Power grid:
Scale bar: 50 um. Pins as bars on the die edge.
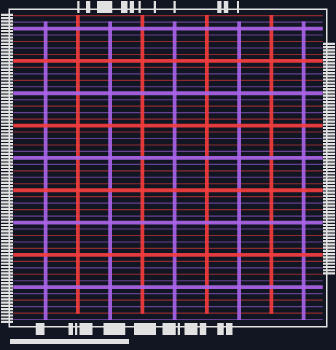
Cells colored by class:
Fill, decap, tap and diode cells in gray.
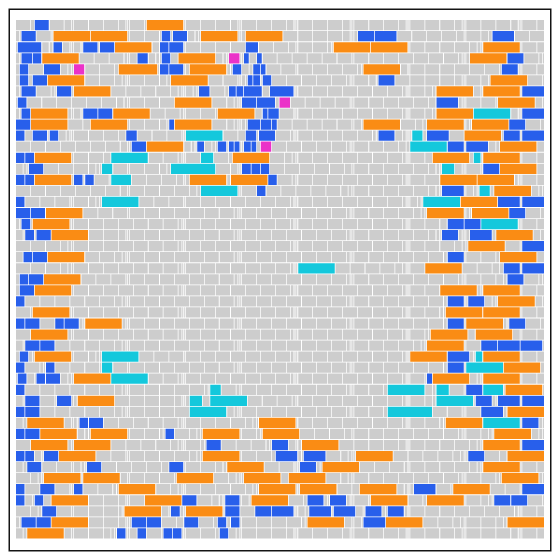
Clock wires, drivers and flops:
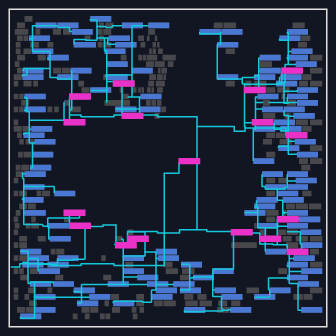
Signal wires by layer:
Scale bar: 50 um. Only two layers are drawn.
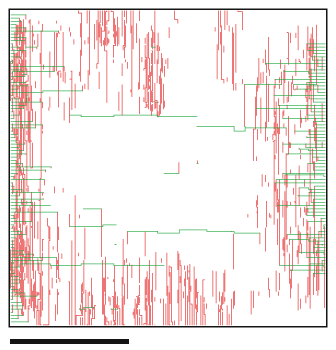
<file path="src/rtl/mem_arbiter.sv">
// mem_arbiter: two-port arbiter for one synchronous memory; define MEM_ARB_HOST_PRIORITY_EN to give port 1 every tie
module mem_arbiter #(
  parameter int ADDR_W       = 14,
  parameter int DATA_W       = 32,
  parameter int READ_LATENCY = 2
) (
  input  logic              i_clk,
  input  logic              i_rst,
  input  logic              i_m0_req,
  input  logic              i_m0_we,
  input  logic [ADDR_W-1:0] i_m0_addr,
  input  logic [DATA_W-1:0] i_m0_wdata,
  output logic              o_m0_gnt,
  output logic              o_m0_rvalid,
  output logic [DATA_W-1:0] o_m0_rdata,
  input  logic              i_m1_req,
  input  logic              i_m1_we,
  input  logic [ADDR_W-1:0] i_m1_addr,
  input  logic [DATA_W-1:0] i_m1_wdata,
  output logic              o_m1_gnt,
  output logic              o_m1_rvalid,
  output logic [DATA_W-1:0] o_m1_rdata,
  output logic              o_mem_write_en,
  output logic [ADDR_W-1:0] o_mem_addr,
  output logic [DATA_W-1:0] o_mem_data,
  input  logic [DATA_W-1:0] i_mem_data,
  output logic              o_busy
);
  typedef enum logic [1:0] {IDLE, ISSUE, WAIT} state_t;
  localparam logic [3:0] LAT_M1 = 4'(READ_LATENCY - 1);
  state_t     r_state, w_next;
  logic       r_owner, r_we, r_rr_last;
  logic [3:0] r_cnt;
  logic       w_any, w_tie_pick, w_win, w_win_we;
  assign o_busy = (r_state != IDLE);
  // pick the winner among the requests presented this cycle
  always_comb begin
    w_any      = i_m0_req | i_m1_req;
`ifdef MEM_ARB_HOST_PRIORITY_EN
    w_tie_pick = 1'b1;
`else
    w_tie_pick = ~r_rr_last;
`endif
    w_win      = (i_m0_req & i_m1_req) ? w_tie_pick : i_m1_req;
    w_win_we   = w_win ? i_m1_we : i_m0_we;
  end
  // next state: accept in IDLE, writes finish after ISSUE, reads wait out the latency
  always_comb begin
    w_next = (r_state == IDLE)  ? (w_any ? ISSUE : IDLE) :
             (r_state == ISSUE) ? (r_we ? IDLE : WAIT) :
             (r_cnt == 4'd0)    ? IDLE : WAIT;
  end
  // state register
  always_ff @(posedge i_clk or posedge i_rst) begin
    if (i_rst) r_state <= IDLE;
    else       r_state <= w_next;
  end
  // datapath: latch the winner onto the memory bus, pulse handshakes, return read data
  always_ff @(posedge i_clk or posedge i_rst) begin
    if (i_rst) begin
      o_mem_write_en <= 1'b0;
      o_mem_addr     <= '0;
      o_mem_data     <= '0;
      o_m0_gnt       <= 1'b0;
      o_m1_gnt       <= 1'b0;
      o_m0_rvalid    <= 1'b0;
      o_m1_rvalid    <= 1'b0;
      o_m0_rdata     <= '0;
      o_m1_rdata     <= '0;
      r_owner        <= 1'b0;
      r_we           <= 1'b0;
      r_rr_last      <= 1'b1;
      r_cnt          <= 4'd0;
    end else begin
      o_mem_write_en <= 1'b0;
      o_m0_gnt       <= 1'b0;
      o_m1_gnt       <= 1'b0;
      o_m0_rvalid    <= 1'b0;
      o_m1_rvalid    <= 1'b0;
      if (r_state == IDLE && w_any) begin
        o_mem_addr     <= w_win ? i_m1_addr : i_m0_addr;
        o_mem_data     <= w_win ? i_m1_wdata : i_m0_wdata;
        o_mem_write_en <= w_win_we;
        o_m0_gnt       <= ~w_win;
        o_m1_gnt       <= w_win;
        r_we           <= w_win_we;
        r_owner        <= w_win;
        r_rr_last      <= w_win;
      end
      if (r_state == ISSUE) r_cnt <= LAT_M1;
      if (r_state == WAIT) begin
        r_cnt <= (r_cnt == 4'd0) ? r_cnt : r_cnt - 4'd1;
        if (r_cnt == 4'd0) begin
          o_m0_rvalid <= ~r_owner;
          o_m1_rvalid <= r_owner;
          if (r_owner) o_m1_rdata <= i_mem_data;
          else         o_m0_rdata <= i_mem_data;
        end
      end
    end
  end
endmodule

</file>
<file path="config.mk">
export PLATFORM = sky130hd
export DESIGN_NAME = mem_arbiter
export DESIGN_NICKNAME = d
export VERILOG_FILES = /design/src/rtl/mem_arbiter.sv
export SDC_FILE = /design/constraint.sdc
export NUM_CORES = 1
export LEC_CHECK = 0
export CORE_UTILIZATION = 30
export CTS_CLUSTER_SIZE = 28
export DETAILED_ROUTE_END_ITERATION = 8
export DONT_BUFFER_PORTS = 1
export HOLD_SLACK_MARGIN = 0.15
export PLACE_DENSITY = 0.53
export SYNTH_ARGS = -nofsm -noshare
export SYNTH_HDL_FRONTEND = slang
export SYNTH_SLANG_ARGS = --single-unit
</file>
<file path="constraint.sdc">
create_clock -name i_clk -period 12.2 [get_ports i_clk]
set_input_delay 3.66 -clock i_clk [delete_from_list [all_inputs] [get_ports i_clk]]
set_output_delay 3.66 -clock i_clk [all_outputs]
set_load 0.1 [all_outputs]
</file>
==> flow_summary.yaml <==
# implementation run metrics
grt:
  grt_use_met3_pct: 7.51
  grt_pass1_wl_um: 19000
  met1_usage_pct: 16.1
synth:
  ys_ff: 124
  synthFlopType: "dfrtp_1"
  top_cells_by_area: "dfrtp_1, a221o_1, mux2_4, mux2_2, and3_1"
  ys_warn_count: 0
  yosys.area.top_type: "dfrtp_1"
  top_logic_kind: "multiplexers"
  synth.distinct_cells: 35
  yosys.area_share.adder_pct: 0.486
  yosys-stat-area_um2: 5140
  async_flop_share_pct: 100
placement:
  gp_congestion: 0.797
  port_buffers: 0
  place_area_um2: 5300
min_path:
  hp-class: "reg2reg"
  hold_path_end: "r_state[1]$_DFF_PP0_"
setup_path:
  slowest_stage: "inv_1"
  critPathRequiredTime_ps: 8540
  crit_cells: 2
  r2r-start: "r_cnt[0]$_DFFE_PP0P_"
  reg2regPathDepth: 5
  crit_chain: "nor2_2, inv_1"
  cp_top_family: "buffers and inverters"
clock_network:
  cts_inserted_buffers: 17
  tritoncts: "done"
  clock_latency_ps: 410
  cts_root_buffer: "clkbuf_16"
final_timing:
  rsz0062_at_grt: "false"
  hold_ws_ps: 485
  relSlewSlack_pct: 16.7
  worstMarginPinSlew_ps: 1250
  setup_viol: 0
floorplan:
  io_pins: 246
  fp_util_pct: 30.9
layout:
  num_antenna_cells: 0
  largest_registers: "o_m0_rdata x32, o_m1_rdata x32, o_mem_data x32"
  fillerInstances: 1590
route:
  vias_per_cell: 5.22
status:
  status: "completed"
## Picture notes: 'power grid'
VSS: in purple. VDD: in red.
9 straps on met4. 9 straps on met5. 48 met1 rails follow the rows. 246 signal pins sit on the boundary. The core has 47 rows.
die height: 133 um
core footprint: 16,600 um2
Die X: 133 um

## Picture notes: 'cells colored by class'
all other logic: in blue, cells 202. other buffers and delay cells: in magenta, cells 4. flip-flops: in orange, cells 124. clock drivers and dummy loads: in cyan, cells 32.
post-layout util: 35.4%
row count: 47

## Picture notes: 'clock wires, drivers and flops'
clock wires: in cyan, length 1,660 um. cells driving clock nets: in magenta, count 17. flip-flops: in blue, count 124.
There are 18 routed clock nets.

## Picture notes: 'signal wires by layer'
met3: in green, wire length 1,540 um. met2: in red, wire length 5,750 um.
per-cell routed wire length: 20.6 um
overall routing resource usage: 14.2%
wirelength, routed: 12,000 um
vias: 3,040

